==> run_1/wires.png <==
The bar under the picture is 20 µm long.
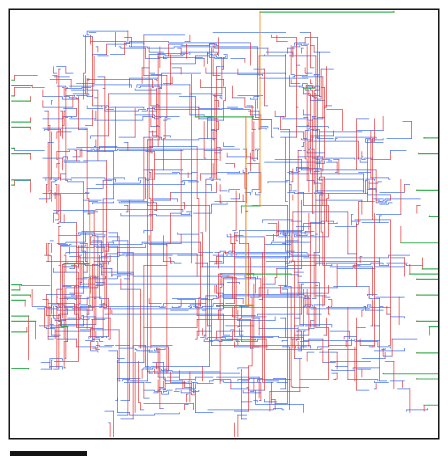
==> run_1/io_fan.png <==
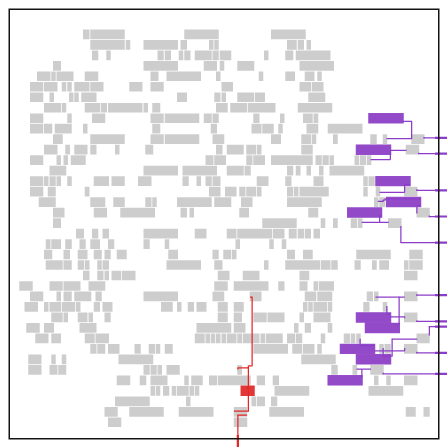
==> run_1/io_placement.png <==
Pins as bars across the die edge, other pins in grey.
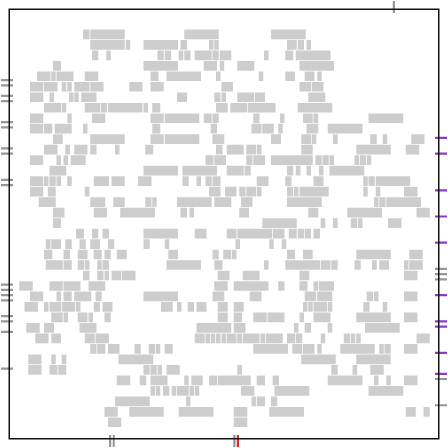
==> run_1/placement.png <==
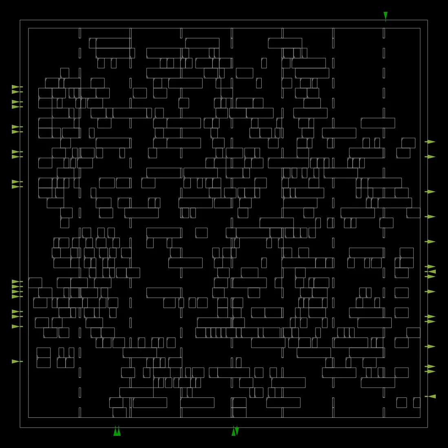
File: src/rtl/fp10_pkg.sv
// fp10_pkg: shared definitions for the 10-bit floating-point blocks.
// Format: [9] sign, [8:5] exponent (bias 7), [4:0] fraction, hidden leading 1.
// An exponent of 0 encodes zero. There are no Inf or NaN encodings.
package fp10_pkg;

  localparam int EXP_W  = 4;
  localparam int FRAC_W = 5;
  localparam int GUARD  = 2;
  localparam int BIAS   = 7;
  localparam int SIG_W  = 1 + FRAC_W + GUARD;

  typedef enum logic [2:0] {
    IDLE    = 3'd0,
    ALIGN   = 3'd1,
    COMPUTE = 3'd2,
    NORM    = 3'd3,
    DONE    = 3'd4
  } state_t;

  localparam logic [EXP_W+FRAC_W:0]   FP_ZERO   = 10'h000;
  localparam logic [EXP_W+FRAC_W-1:0] FP_MAXMAG = 9'h1FF;

endpackage

File: src/rtl/fp_sub_seq_unpack.sv
// fp_unpack: combinational operand decode for the subtractor.
// The sign of b is inverted so that A - B becomes A + (-B). The operands are
// then ordered by magnitude on {exp,frac}; on a tie, a is taken as the larger.
// Ports:
//   a, b      : raw 10-bit operands (minuend, subtrahend)
//   sign_max  : sign of the larger-magnitude operand (also the result sign)
//   sign_min  : sign of the smaller-magnitude operand
//   exp_max   : exponent of the larger operand
//   sig_max   : significand {1,frac,guard} of the larger operand (0 if zero)
//   sig_min   : significand of the smaller operand, 0 if it would shift out
//   cnt       : number of alignment shifts still needed for sig_min
module fp_unpack
  import fp10_pkg::*;
(
  input  logic [EXP_W+FRAC_W:0] a,
  input  logic [EXP_W+FRAC_W:0] b,
  output logic                  sign_max,
  output logic                  sign_min,
  output logic [EXP_W-1:0]      exp_max,
  output logic [SIG_W-1:0]      sig_max,
  output logic [SIG_W-1:0]      sig_min,
  output logic [EXP_W-1:0]      cnt
);

  logic             sign_a, sign_b;
  logic [EXP_W-1:0] exp_a, exp_b, exp_min, diff;
  logic [SIG_W-1:0] sig_a, sig_b;
  logic             a_is_max;

  assign sign_a = a[EXP_W+FRAC_W];
  assign sign_b = ~b[EXP_W+FRAC_W];
  assign exp_a  = a[EXP_W+FRAC_W-1:FRAC_W];
  assign exp_b  = b[EXP_W+FRAC_W-1:FRAC_W];

  // A zero exponent means the value is zero, so its hidden bit must not appear.
  assign sig_a = (exp_a == '0) ? '0 : {1'b1, a[FRAC_W-1:0], {GUARD{1'b0}}};
  assign sig_b = (exp_b == '0) ? '0 : {1'b1, b[FRAC_W-1:0], {GUARD{1'b0}}};

  // Comparing {exp,frac} as one unsigned field orders magnitudes directly.
  assign a_is_max = (a[EXP_W+FRAC_W-1:0] >= b[EXP_W+FRAC_W-1:0]);

  // A smaller operand shifted right by the full significand width would be
  // zero anyway, so it is zeroed here to keep the alignment loop short.
  always_comb begin
    sign_max = sign_b;
    sign_min = sign_a;
    exp_max  = exp_b;
    exp_min  = exp_a;
    sig_max  = sig_b;
    sig_min  = sig_a;
    if (a_is_max) begin
      sign_max = sign_a;
      sign_min = sign_b;
      exp_max  = exp_a;
      exp_min  = exp_b;
      sig_max  = sig_a;
      sig_min  = sig_b;
    end
    diff = exp_max - exp_min;
    cnt  = diff;
    if (diff >= EXP_W'(SIG_W)) begin
      sig_min = '0;
      cnt     = '0;
    end
  end

endmodule

File: src/rtl/fp_sub_seq.sv
// fp_sub_seq: multi-cycle 10-bit floating-point subtractor, s = a - b.
// Alignment and normalisation use a one-bit-per-cycle shifter sequenced by
// the IDLE/ALIGN/COMPUTE/NORM/DONE state machine. Rounding is truncation.
// Ports:
//   clk, rst_n           : clock (rising edge), async active-low reset
//   in_valid / in_ready  : operand handshake; in_ready is high only in IDLE
//   a, b                 : minuend and subtrahend
//   out_valid / out_ready: result handshake; s/ovf/unf held while out_valid
//   s                    : result
//   ovf                  : result saturated to max magnitude
//   unf                  : result flushed to zero
module fp_sub_seq
  import fp10_pkg::*;
(
  input  logic                  clk,
  input  logic                  rst_n,
  input  logic                  in_valid,
  output logic                  in_ready,
  input  logic [EXP_W+FRAC_W:0] a,
  input  logic [EXP_W+FRAC_W:0] b,
  output logic                  out_valid,
  input  logic                  out_ready,
  output logic [EXP_W+FRAC_W:0] s,
  output logic                  ovf,
  output logic                  unf
);

  state_t           state, state_nxt;
  logic             sign_max_r, sign_min_r;
  logic [EXP_W:0]   exp_r;
  logic [SIG_W-1:0] sig_max_r, sig_min_r;
  logic [EXP_W-1:0] cnt_r;
  logic [SIG_W:0]   sum_r;

  logic             u_sign_max, u_sign_min;
  logic [EXP_W-1:0] u_exp_max, u_cnt;
  logic [SIG_W-1:0] u_sig_max, u_sig_min;

  logic norm_zero, norm_ovf, norm_unf, norm_ok;

  fp_unpack u_unpack (
    .a        (a),
    .b        (b),
    .sign_max (u_sign_max),
    .sign_min (u_sign_min),
    .exp_max  (u_exp_max),
    .sig_max  (u_sig_max),
    .sig_min  (u_sig_min),
    .cnt      (u_cnt)
  );

  // Normalisation decisions, in priority order. exp_r carries one extra bit
  // so that an increment from 15 is visible as an overflow.
  assign norm_zero = (sum_r == '0);
  assign norm_ovf  = sum_r[SIG_W] && (exp_r == 5'd15);
  assign norm_unf  = !norm_zero && !sum_r[SIG_W] && !sum_r[SIG_W-1] && (exp_r == 5'd1);
  assign norm_ok   = !sum_r[SIG_W] && sum_r[SIG_W-1];

  always_ff @(posedge clk or negedge rst_n) begin
    if (!rst_n) state <= IDLE;
    else        state <= state_nxt;
  end

  // Next state and handshake outputs. NORM loops until one terminating
  // condition holds; DONE waits for the consumer.
  always_comb begin
    state_nxt = state;
    in_ready  = 1'b0;
    out_valid = 1'b0;
    unique case (state)
      IDLE: begin
        in_ready = 1'b1;
        if (in_valid) state_nxt = ALIGN;
      end
      ALIGN:   if (cnt_r == '0) state_nxt = COMPUTE;
      COMPUTE: state_nxt = NORM;
      NORM:    if (norm_zero || norm_ovf || norm_unf || norm_ok) state_nxt = DONE;
      DONE: begin
        out_valid = 1'b1;
        if (out_ready) state_nxt = IDLE;
      end
      default: state_nxt = IDLE;
    endcase
  end

  // Datapath: capture, align, add/subtract, then normalise one bit per cycle.
  // s/ovf/unf are only written when NORM finishes, so they stay stable in DONE.
  always_ff @(posedge clk or negedge rst_n) begin
    if (!rst_n) begin
      sign_max_r <= 1'b0;
      sign_min_r <= 1'b0;
      exp_r      <= '0;
      sig_max_r  <= '0;
      sig_min_r  <= '0;
      cnt_r      <= '0;
      sum_r      <= '0;
      s          <= FP_ZERO;
      ovf        <= 1'b0;
      unf        <= 1'b0;
    end else begin
      unique case (state)
        IDLE: begin
          if (in_valid) begin
            sign_max_r <= u_sign_max;
            sign_min_r <= u_sign_min;
            exp_r      <= {1'b0, u_exp_max};
            sig_max_r  <= u_sig_max;
            sig_min_r  <= u_sig_min;
            cnt_r      <= u_cnt;
          end
        end
        ALIGN: begin
          if (cnt_r != '0) begin
            sig_min_r <= sig_min_r >> 1;
            cnt_r     <= cnt_r - 1'b1;
          end
        end
        COMPUTE: begin
          // Max >= Min in magnitude, so the difference is never negative.
          if (sign_max_r == sign_min_r) sum_r <= {1'b0, sig_max_r} + {1'b0, sig_min_r};
          else                          sum_r <= {1'b0, sig_max_r} - {1'b0, sig_min_r};
        end
        NORM: begin
          if (norm_zero) begin
            s   <= FP_ZERO;
            ovf <= 1'b0;
            unf <= 1'b0;
          end else if (sum_r[SIG_W]) begin
            sum_r <= sum_r >> 1;
            exp_r <= exp_r + 1'b1;
            if (norm_ovf) begin
              s   <= {sign_max_r, FP_MAXMAG};
              ovf <= 1'b1;
              unf <= 1'b0;
            end
          end else if (!sum_r[SIG_W-1]) begin
            sum_r <= sum_r << 1;
            exp_r <= exp_r - 1'b1;
            if (norm_unf) begin
              s   <= FP_ZERO;
              ovf <= 1'b0;
              unf <= 1'b1;
            end
          end else begin
            s   <= {sign_max_r, exp_r[EXP_W-1:0], sum_r[SIG_W-2:GUARD]};
            ovf <= 1'b0;
            unf <= 1'b0;
          end
        end
        default: ;
      endcase
    end
  end

endmodule

File: config.mk
export PLATFORM = sky130hd
export DESIGN_NAME = fp_sub_seq
export DESIGN_NICKNAME = d
export VERILOG_FILES = /design/src/rtl/fp10_pkg.sv /design/src/rtl/fp_sub_seq_unpack.sv /design/src/rtl/fp_sub_seq.sv
export SDC_FILE = /design/constraint.sdc
export NUM_CORES = 1
export LEC_CHECK = 0
export CAP_MARGIN = 20
export CORE_MARGIN = 2
export CORE_UTILIZATION = 30
export CTS_BUF_LIST = sky130_fd_sc_hd__clkbuf_4
export DETAILED_ROUTE_END_ITERATION = 10
export HOLD_SLACK_MARGIN = 0.03
export PLACE_DENSITY_LB_ADDON = 0.05
export SYNTH_ARGS = -nofsm -noshare
export SYNTH_HDL_FRONTEND = slang
export SYNTH_SLANG_ARGS = --single-unit
File: constraint.sdc
create_clock -name clk -period 5.35 [get_ports clk]
set_input_delay 1.3375 -clock clk [delete_from_list [all_inputs] [get_ports clk]]
set_output_delay 1.3375 -clock clk [all_outputs]
set_load 0.01 [all_outputs]
==> impl_results.html, run 1 <==
<h2>Synthesis and place &amp; route</h2>
<table>
<tr><th>Metric</th><th>Value</th></tr>
<tr><th colspan="2">Routing</th></tr>
<tr><td>Drc violations</td><td>0</td></tr>
<tr><td>Violation count after the first detailed-routing iteration</td><td>roughly 110</td></tr>
<tr><td>Drt first pass iters</td><td>4</td></tr>
<tr><td>Post-DR vias/cell</td><td>between 5 and 6</td></tr>
<tr><th colspan="2">Global route</th></tr>
<tr><td>Wire length of the first global-routing pass</td><td>around 14 mm</td></tr>
<tr><td>Via count of the first global-routing pass</td><td>~2800</td></tr>
<tr><td>Total congestion overflow after global routing</td><td>0</td></tr>
<tr><td>Antenna violations before repair</td><td>0</td></tr>
<tr><td>Largest net degree at the start of global routing</td><td>50</td></tr>
<tr><th colspan="2">Synthesis</th></tr>
<tr><td>Register area share after synthesis</td><td>0.357</td></tr>
<tr><td>Top post-synthesis cells by area</td><td>sky130_fd_sc_hd__dfrtp_1, sky130_fd_sc_hd__ha_1, sky130_fd_sc_hd__nand2_1, sky130_fd_sc_hd__a21oi_1, sky130_fd_sc_hd__o21ai_0</td></tr>
<tr><td>Main flop type after synthesis</td><td>sky130_fd_sc_hd__dfrtp_1</td></tr>
<tr><td>Per-instance average area after synthesis</td><td>roughly 8.7 µm²</td></tr>
<tr><td>Area leader, netlist</td><td>sky130_fd_sc_hd__dfrtp_1</td></tr>
<tr><td>Number of distinct standard cells referenced by the synthesized netlist</td><td>just under 60</td></tr>
<tr><td>Combinational family with the most area after synthesis</td><td>AND-OR/OR-AND gates</td></tr>
<tr><td>Total of warnings raised by yosys</td><td>0</td></tr>
<tr><td>Cells in synth_stat.txt</td><td>a little under 400</td></tr>
<tr><td>Synth top cell by count</td><td>sky130_fd_sc_hd__dfrtp_1</td></tr>
<tr><td>Synth mux share</td><td>0.0521</td></tr>
<tr><td>Flip-flops with a built-in enable</td><td>0</td></tr>
<tr><td>Net Count, Synth</td><td>about 440</td></tr>
<tr><td>Post-synthesis xor/xnor area fraction</td><td>0.0357</td></tr>
<tr><td>Share of synthesized registers carrying an async set or reset</td><td>1.00</td></tr>
<tr><td>Top post-synthesis cells by count</td><td>sky130_fd_sc_hd__dfrtp_1, sky130_fd_sc_hd__nand2_1, sky130_fd_sc_hd__a21oi_1, sky130_fd_sc_hd__nor2_1, sky130_fd_sc_hd__inv_1</td></tr>
<tr><td>Gate count after technology mapping</td><td>~390</td></tr>
<tr><td>Post-synth area from yosys stat</td><td>3440 µm²</td></tr>
<tr><th colspan="2">Place</th></tr>
<tr><td>Global placement routability congestion</td><td>0.855</td></tr>
<tr><td>Post-DP HPWL</td><td>6.59 mm</td></tr>
<tr><td>Number of instances in the placed design</td><td>560</td></tr>
<tr><td>Cell area reported after detailed placement</td><td>slightly below 4000 µm²</td></tr>
<tr><th colspan="2">Finish</th></tr>
<tr><td>Count of multi-input combinational gates</td><td>300</td></tr>
<tr><td>Post-layout instance area</td><td>3990 µm²</td></tr>
<tr><td>Multi-input gate area in the final layout</td><td>2020 µm²</td></tr>
<tr><td>Proportion of cell area occupied by multi-input gates</td><td>0.506</td></tr>
<tr><td>Clock network share of area</td><td>0.0197</td></tr>
<tr><td>Final cell utilization of the core</td><td>0.353</td></tr>
<tr><td>Synth-to-Final Area Change</td><td>16.2%</td></tr>
<tr><td>Number of nets in the layout</td><td>between 400 and 500</td></tr>
<tr><td>Portion of the layout cell area used by non-clock buffers</td><td>0.0952</td></tr>
<tr><td>Largest area class, layout</td><td>logic gates</td></tr>
<tr><td>Register Area</td><td>1230 µm²</td></tr>
<tr><td>Most common library cell in the layout ignoring fill and taps</td><td>sky130_fd_sc_hd__dfrtp_1</td></tr>
<tr><td>CLK BUF</td><td>5</td></tr>
<tr><td>Commonest non-fill, non-tap cells in the layout</td><td>sky130_fd_sc_hd__dfrtp_1, sky130_fd_sc_hd__nand2_1, sky130_fd_sc_hd__clkdlybuf4s50_1</td></tr>
<tr><th colspan="2">Worst setup path</th></tr>
<tr><td>Cells traversed along the worst timing path</td><td>clkdlybuf4s50_1, inv_1, ha_1, a21oi_1, o21ai_0, nor2_2, mux2i_1, ha_1, a41o_1, or3_1, a31o_2</td></tr>
<tr><td>Cell type of the slowest stage on the worst timing path</td><td>sky130_fd_sc_hd__clkdlybuf4s50_1</td></tr>
<tr><td>Buffers and inverters on the worst path</td><td>2</td></tr>
<tr><td>FF-to-FF setup slack</td><td>2.46 ns</td></tr>
<tr><td>Slowest Stage Delay on Critical Path</td><td>just under 0.6 ns</td></tr>
<tr><td>Largest driver fanout on the critical path</td><td>10</td></tr>
<tr><td>Register-to-Register Path Depth</td><td>11</td></tr>
<tr><td>Kind of launch point of the worst setup path</td><td>primary input</td></tr>
<tr><td>Start point of the critical path</td><td>b[6]</td></tr>
<tr><td>FF-to-FF End</td><td>sum_r[8]</td></tr>
<tr><td>CP top delay family</td><td>AND-OR/OR-AND gates</td></tr>
<tr><td>Cell seen most often among critical-path stages</td><td>sky130_fd_sc_hd__ha_1</td></tr>
<tr><td>Termination of the worst setup path</td><td>cnt_r[2]</td></tr>
<tr><td>CP endpoint kind</td><td>register</td></tr>
<tr><td>Required time at the worst-slack endpoint</td><td>5.64 ns</td></tr>
<tr><th colspan="2">Power and ir drop</th></tr>
<tr><td>Power consumption</td><td>2.26 mW</td></tr>
<tr><td>Part of the power in the clock network</td><td>0.100</td></tr>
<tr><td>Combinational group share of total power</td><td>0.564</td></tr>
<tr><td>Switching power</td><td>1.03 mW</td></tr>
<tr><td>Worst supply voltage drop on vdd</td><td>about 180 µV</td></tr>
<tr><td>Switching share of total power</td><td>0.458</td></tr>
<tr><td>Static power due to leakage</td><td>1.80 nW</td></tr>
<tr><td>Power per cell area</td><td>between 500 and 600 nW/µm²</td></tr>
<tr><td>Sequential power share</td><td>0.336</td></tr>
<tr><th colspan="2">Clocking</th></tr>
<tr><td>Post-CTS setup buffers</td><td>0</td></tr>
<tr><td>Hold_buf cts</td><td>0</td></tr>
<tr><td>TritonCTS clock tree</td><td>done</td></tr>
<tr><td>Clock Pin Slew Worst Setup and Hold Paths</td><td>between 0.15 and 0.2 ns</td></tr>
<tr><td># H-tree levels</td><td>2</td></tr>
<tr><td>Clk Latency, worst-skew pair</td><td>0.39 ns</td></tr>
<tr><td>TritonCTS Sinks</td><td>between 40 and 50</td></tr>
<tr><td>Post-CTS Resized</td><td>0</td></tr>
<tr><td>Number of CTS-inserted buffers</td><td>5</td></tr>
<tr><th colspan="2">Job</th></tr>
<tr><td>Max Cap Viol</td><td>0</td></tr>
<tr><th colspan="2">Timing</th></tr>
<tr><td>Worst hold slack after final layout</td><td>just over 0.5 ns</td></tr>
<tr><td>Final Hold Violating Endpoints</td><td>0</td></tr>
<tr><td>Post-layout period usage</td><td>0.754</td></tr>
<tr><td>Final worst path period need</td><td>4.03 ns</td></tr>
<tr><td>Max-Slew Margin vs Limit</td><td>0.312</td></tr>
<tr><td>Highest achievable clock rate</td><td>0.248 GHz</td></tr>
<tr><td>Final setup violation count</td><td>0</td></tr>
<tr><td>Setup repair after global routing missed its margin</td><td>false</td></tr>
<tr><td>Post-Route Setup TNS</td><td>0 ns</td></tr>
<tr><th colspan="2">Worst hold path</th></tr>
<tr><td>HP Class</td><td>register to register</td></tr>
<tr><td>HP Start</td><td>sig_max_r[7]</td></tr>
<tr><th colspan="2">Outcome</th></tr>
<tr><td>Status</td><td>finished, final reports clean</td></tr>
<tr><th colspan="2">Floorplan</th></tr>
<tr><td>Init Core Util</td><td>0.304</td></tr>
<tr><td>Core Region</td><td>~11000 µm²</td></tr>
</table>
Back to the opening pictures, wires.png:
metal 2 -> red  # wire length 4040 µm
metal 3 -> green  # wire length 250 µm
metal 1 -> blue  # wire length 4270 µm
metal 4 -> orange  # wire length 125 µm
routed wire length: 8.69 mm
Via Count: 2870
routed len/inst: 15.3 µm
total track usage: 0.143

Back to the opening pictures, io_fan.png:
in_ready -> red  # bits 1, direction output, end cells 1, wire 46.1 µm
s -> purple  # bits 10, direction output, end cells 10, wire 180 µm

Back to the opening pictures, io_placement.png:
in_ready -> red  # pins 1, direction output, edge bottom
s -> purple  # pins 10, direction output, edge right
all pins by edge = 18 left, 15 right, 4 bottom, 1 top
IO Port Bufs: 37
height of the die: 111 µm
Die W: 111 µm

Back to the opening pictures, placement.png:
tap cells: 143
number of fill cells: 1241
non-filler cells in the finished layout: 568
row count: 39

## run 1: power by group through the flow
stage / combinational (mW) / clock (mW) / sequential [mW]
after floorplan: 1.00 / 0 / 0.680
after global placement: 1.28 / 0 / 0.771
after detailed placement: 1.29 / 0 / 0.768
after CTS: 1.29 / 0.240 / 0.760
after global routing: 1.44 / 0.257 / 0.790
final: 1.27 / 0.225 / 0.758
## run 1: layer usage
metal	track usage	routed length, µm
met1	0.192	4270
met2	0.241	4040
met3	0.0208	249
met4	0.0403	124
met5	0	0
## run 1: state kept, by name, summed over array words and instances, names as in the netlist
signal,count
sum_r,9
ovf,1
unf,1
sign_max_r,1
s,10
sign_min_r,1
exp_r,5
sig_max_r,6
cnt_r,4
state,3
sig_min_r,8
==> run_1/clk_routes.png <==
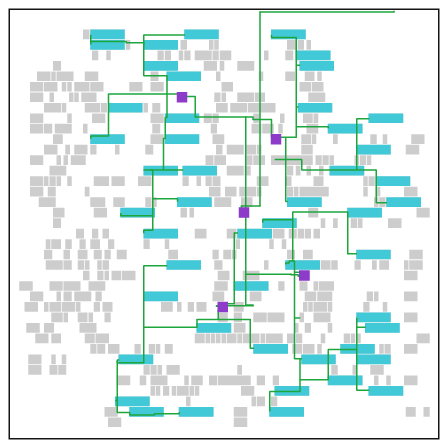

--- run 2 (diff from run 1) ---
Clock period 5.35 ns to 3.83 ns, I/O delays scaled along.
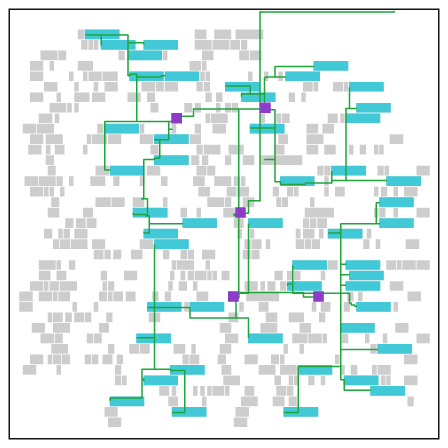
(run_2/clk_routes.png)
flip-flops -> cyan  # count 49
clock drivers -> purple  # count 5
clock wires -> green  # length 744 µm
routed clock nets = 6
maximum clock skew at final layout: 0.00467 ns
Clk Latency, worst-skew pair: 0.38 ns
clock network power: 0.313 mW

==> run 2 against run 1 <==
Against the previous run: sequential share of layout area shrank 0.40 points; count of clock-buffer cells in the layout is the same; wire length grew 3.0%; largest power group unchanged.
==> impl_results.html, run 2 <==
<h2>Synthesis and place &amp; route</h2>
<table>
<tr><th>Metric</th><th>Value</th></tr>
<tr><th colspan="2">Timing</th></tr>
<tr><td>Max-slew violation total from the final report</td><td>0</td></tr>
<tr><td>Final Hold Violating Endpoints</td><td>0 (unchanged)</td></tr>
<tr><td>Final setup violation count</td><td>0 (unchanged)</td></tr>
<tr><td>Post-layout period usage</td><td>0.823</td></tr>
<tr><td>Setup repair after global routing missed its margin</td><td>false</td></tr>
<tr><td>Final worst path period need</td><td>3.15 ns</td></tr>
<tr><td>Slew at the pin closest to its max-slew limit</td><td>0.709 ns</td></tr>
<tr><td>Max-Slew Margin vs Limit</td><td>0.528 (+0.216)</td></tr>
<tr><td>Worst hold slack after final layout</td><td>0.508 ns (-0.000479 ns)</td></tr>
<tr><td>Highest achievable clock rate</td><td>0.317 GHz</td></tr>
<tr><td>Post-Route Setup TNS</td><td>0 ns (unchanged)</td></tr>
<tr><th colspan="2">Synthesis</th></tr>
<tr><td>Top post-synthesis cells by count</td><td>sky130_fd_sc_hd__dfrtp_1, sky130_fd_sc_hd__nand2_1, sky130_fd_sc_hd__a21oi_1, sky130_fd_sc_hd__nor2_1, sky130_fd_sc_hd__inv_1</td></tr>
<tr><td>Combinational family with the most area after synthesis</td><td>AND-OR/OR-AND gates</td></tr>
<tr><td>Share of synthesized registers carrying an async set or reset</td><td>1.00 (unchanged)</td></tr>
<tr><td>Net Count, Synth</td><td>441 (unchanged)</td></tr>
<tr><td>Post-synth area from yosys stat</td><td>3440 µm² (unchanged)</td></tr>
<tr><td>Total of warnings raised by yosys</td><td>0 (unchanged)</td></tr>
<tr><td>Synth top cell by count</td><td>sky130_fd_sc_hd__dfrtp_1</td></tr>
<tr><td>Per-instance average area after synthesis</td><td>8.72 µm² (unchanged)</td></tr>
<tr><td>Flip-flops with a built-in enable</td><td>0 (unchanged)</td></tr>
<tr><td>Synth mux share</td><td>0.0521 (unchanged)</td></tr>
<tr><td>Main flop type after synthesis</td><td>sky130_fd_sc_hd__dfrtp_1</td></tr>
<tr><td>Top post-synthesis cells by area</td><td>sky130_fd_sc_hd__dfrtp_1, sky130_fd_sc_hd__ha_1, sky130_fd_sc_hd__nand2_1, sky130_fd_sc_hd__a21oi_1, sky130_fd_sc_hd__o21ai_0</td></tr>
<tr><td>Post-synthesis xor/xnor area fraction</td><td>0.0357 (unchanged)</td></tr>
<tr><td>Area leader, netlist</td><td>sky130_fd_sc_hd__dfrtp_1</td></tr>
<tr><td>Register area share after synthesis</td><td>0.357 (unchanged)</td></tr>
<tr><td>Cells in synth_stat.txt</td><td>394 (unchanged)</td></tr>
<tr><td>Number of distinct standard cells referenced by the synthesized netlist</td><td>59 (unchanged)</td></tr>
<tr><td>Gate count after technology mapping</td><td>394 (unchanged)</td></tr>
<tr><th colspan="2">Finish</th></tr>
<tr><td>Reg with most FFs</td><td>s</td></tr>
<tr><td>Number of nets in the layout</td><td>478 (+1.5%)</td></tr>
<tr><td>Most common library cell in the layout ignoring fill and taps</td><td>sky130_fd_sc_hd__dfrtp_1</td></tr>
<tr><td>Max reg flops</td><td>10 (unchanged)</td></tr>
<tr><td>Synth-to-Final Area Change</td><td>17.7%</td></tr>
<tr><td>Non-filler cells in the finished layout</td><td>575 (+1.2%)</td></tr>
<tr><td>Regs by FF count</td><td>s (10), sum_r (9), sig_min_r (8)</td></tr>
<tr><td>Number of fill cells</td><td>1228 (-1.0%)</td></tr>
<tr><td>Post-layout instance area</td><td>4050 µm² (+1.3%)</td></tr>
<tr><td>Final cell utilization of the core</td><td>0.357 (+0.00464)</td></tr>
<tr><td>Commonest non-fill, non-tap cells in the layout</td><td>sky130_fd_sc_hd__dfrtp_1, sky130_fd_sc_hd__nand2_1, sky130_fd_sc_hd__clkdlybuf4s50_1</td></tr>
<tr><th colspan="2">Routing</th></tr>
<tr><td>Post-DR vias/cell</td><td>5.09 (+0.68%)</td></tr>
<tr><td>Via Count</td><td>2925 (+1.9%)</td></tr>
<tr><td>Topmost layer with routed signal wires</td><td>met4</td></tr>
<tr><td>Length of routed met2 wiring</td><td>4.13 mm (+2.1%)</td></tr>
<tr><td>Violation count after the first detailed-routing iteration</td><td>108 (+1.9%)</td></tr>
<tr><td>Drt first pass iters</td><td>4 (unchanged)</td></tr>
<tr><td>Routed len/inst</td><td>15.6 µm (+1.7%)</td></tr>
<tr><td>Met3 wirelength from detailed routing</td><td>258 µm (+3.6%)</td></tr>
<tr><td>Met1 wire length</td><td>4.43 mm (+3.7%)</td></tr>
<tr><td>Routed wire length</td><td>8.95 mm (+3.0%)</td></tr>
<tr><th colspan="2">Clocking</th></tr>
<tr><td>CTS root buf</td><td>sky130_fd_sc_hd__clkbuf_4</td></tr>
<tr><td>Post-CTS Resized</td><td>0 (unchanged)</td></tr>
<tr><td># H-tree levels</td><td>2 (unchanged)</td></tr>
<tr><td>TritonCTS clock tree</td><td>done</td></tr>
<tr><td>Post-CTS setup buffers</td><td>0 (unchanged)</td></tr>
<tr><td>Number of CTS-inserted buffers</td><td>5 (unchanged)</td></tr>
<tr><td>Clock Pin Slew Worst Setup and Hold Paths</td><td>0.15 ns (about the same)</td></tr>
<tr><td>Hold_buf cts</td><td>0 (unchanged)</td></tr>
<tr><td>TritonCTS Sinks</td><td>49 (unchanged)</td></tr>
<tr><th colspan="2">Power and ir drop</th></tr>
<tr><td>Reported combinational group power</td><td>1.85 mW (+46%)</td></tr>
<tr><td>Sequential power share</td><td>0.329 (-0.007)</td></tr>
<tr><td>Power consumption</td><td>3.22 mW (+43%)</td></tr>
<tr><td>Static power due to leakage</td><td>1.83 nW (+2.0%)</td></tr>
<tr><td>Switching share of total power</td><td>0.460 (+0.00276)</td></tr>
<tr><td>Switching power</td><td>1.48 mW (+44%)</td></tr>
<tr><td>Part of the power in the clock network</td><td>0.097 (-0.003)</td></tr>
<tr><td>Top power consumer group</td><td>combinational cells</td></tr>
<tr><td>Power in sequential cells</td><td>1.06 mW (+40%)</td></tr>
<tr><td>Worst supply voltage drop on vdd</td><td>241 µV (+38%)</td></tr>
<tr><td>Combinational group share of total power</td><td>0.573 (+0.009)</td></tr>
<tr><td>Power per cell area</td><td>796 nW/µm² (+41%)</td></tr>
<tr><th colspan="2">Worst setup path</th></tr>
<tr><td>Largest driver fanout on the critical path</td><td>7 (-3)</td></tr>
<tr><td>Kind of launch point of the worst setup path</td><td>primary input</td></tr>
<tr><td>CP top delay family</td><td>AND-OR/OR-AND gates</td></tr>
<tr><td>CP endpoint kind</td><td>register</td></tr>
<tr><td>Termination of the worst setup path</td><td>cnt_r[2]</td></tr>
<tr><td>Register-to-Register Path Depth</td><td>11 (unchanged)</td></tr>
<tr><td>Buffers and inverters on the worst path</td><td>2 (unchanged)</td></tr>
<tr><td>Cell seen most often among critical-path stages</td><td>sky130_fd_sc_hd__ha_1</td></tr>
<tr><td>Slowest Stage Delay on Critical Path</td><td>0.48 ns (-0.10 ns)</td></tr>
<tr><td>Start point of the critical path</td><td>b[7]</td></tr>
<tr><td>Required time at the worst-slack endpoint</td><td>4.12 ns (-1.52 ns)</td></tr>
<tr><td>Cell type of the slowest stage on the worst timing path</td><td>sky130_fd_sc_hd__clkdlybuf4s50_1</td></tr>
<tr><td>Critical path depth</td><td>11</td></tr>
<tr><td>FF-to-FF setup slack</td><td>1.06 ns (-1.40 ns)</td></tr>
<tr><th colspan="2">Floorplan</th></tr>
<tr><td>Die W</td><td>111 µm (unchanged)</td></tr>
<tr><td>Init Core Util</td><td>0.304 (unchanged)</td></tr>
<tr><td>Height of the die</td><td>111 µm (unchanged)</td></tr>
<tr><td>Row count</td><td>39 (unchanged)</td></tr>
<tr><td>Core Region</td><td>11300 µm² (unchanged)</td></tr>
<tr><th colspan="2">Place</th></tr>
<tr><td>Post-DP HPWL</td><td>6.90 mm (+4.8%)</td></tr>
<tr><td>Number of instances in the placed design</td><td>567 (+1.3%)</td></tr>
<tr><td>Global placement routability congestion</td><td>0.914 (+7.0%)</td></tr>
<tr><td>Cell area reported after detailed placement</td><td>3970 µm² (+1.3%)</td></tr>
<tr><td>IO Port Bufs</td><td>37 (unchanged)</td></tr>
<tr><th colspan="2">Global route</th></tr>
<tr><td>Antenna violations before repair</td><td>0 (unchanged)</td></tr>
<tr><td>Total congestion overflow after global routing</td><td>0 (unchanged)</td></tr>
<tr><td>GRT met1 Usage</td><td>0.199 (+0.00730)</td></tr>
<tr><td>Largest net degree at the start of global routing</td><td>26 (-48%)</td></tr>
<tr><td>Met2 routing resource usage after global routing</td><td>0.254 (+0.0135)</td></tr>
<tr><td>Busiest layer in global routing</td><td>met2</td></tr>
<tr><td>Total track usage</td><td>0.150 (+0.00711)</td></tr>
<tr><td>Wire length of the first global-routing pass</td><td>15.2 mm (+5.5%)</td></tr>
<tr><td>Fraction of met3 tracks used by global routing</td><td>0.0252 (+0.00437)</td></tr>
<tr><td>Via count of the first global-routing pass</td><td>2943 (+6.9%)</td></tr>
<tr><th colspan="2">Worst hold path</th></tr>
<tr><td>HP Class</td><td>register to register</td></tr>
<tr><td>HP Start</td><td>sig_max_r[7]</td></tr>
<tr><th colspan="2">Job</th></tr>
<tr><td>Max Cap Viol</td><td>0 (unchanged)</td></tr>
<tr><th colspan="2">Outcome</th></tr>
<tr><td>Status</td><td>finished, final reports clean</td></tr>
</table>
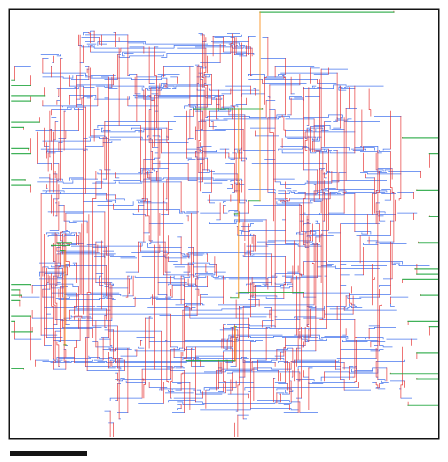
(run_2/wires.png)
The bar under the picture is 20 µm long.
metal 3 -> green  # wire length 259 µm
metal 1 -> blue  # wire length 4430 µm
metal 4 -> orange  # wire length 131 µm
metal 2 -> red  # wire length 4130 µm

==> run 2: cell counts after synthesis <==
No cell type changed its count.
==> run 2: area by class of cell <==
| cell class | count | area [µm²] | area share |
|---|---|---|---|
| clock buffers | 5 | 37.5 | 0.00928 |
| clock inverters | 3 | 41.3 | 0.0102 |
| flip-flops and latches | 49 | 1230 | 0.303 |
| inverters | 29 | 109 | 0.0269 |
| well taps | 143 | 179 | 0.0442 |
| repair buffers | 46 | 433 | 0.107 |
| multi-input cells | 300 | 2020 | 0.499 |
==> run 2: tightest hold or removal path, delay by kind of cell, from the launching register on <==
| kind | cells | cell delay (ns) |
|---|---|---|
| and+or+nand+nor | 1 | 0.05 |
| DFF | 1 | 0.38 |
| AOI/OAI and AO/OA | 1 | 0.06 |
No activity file was given, so power comes from the tool's default toggle rates.
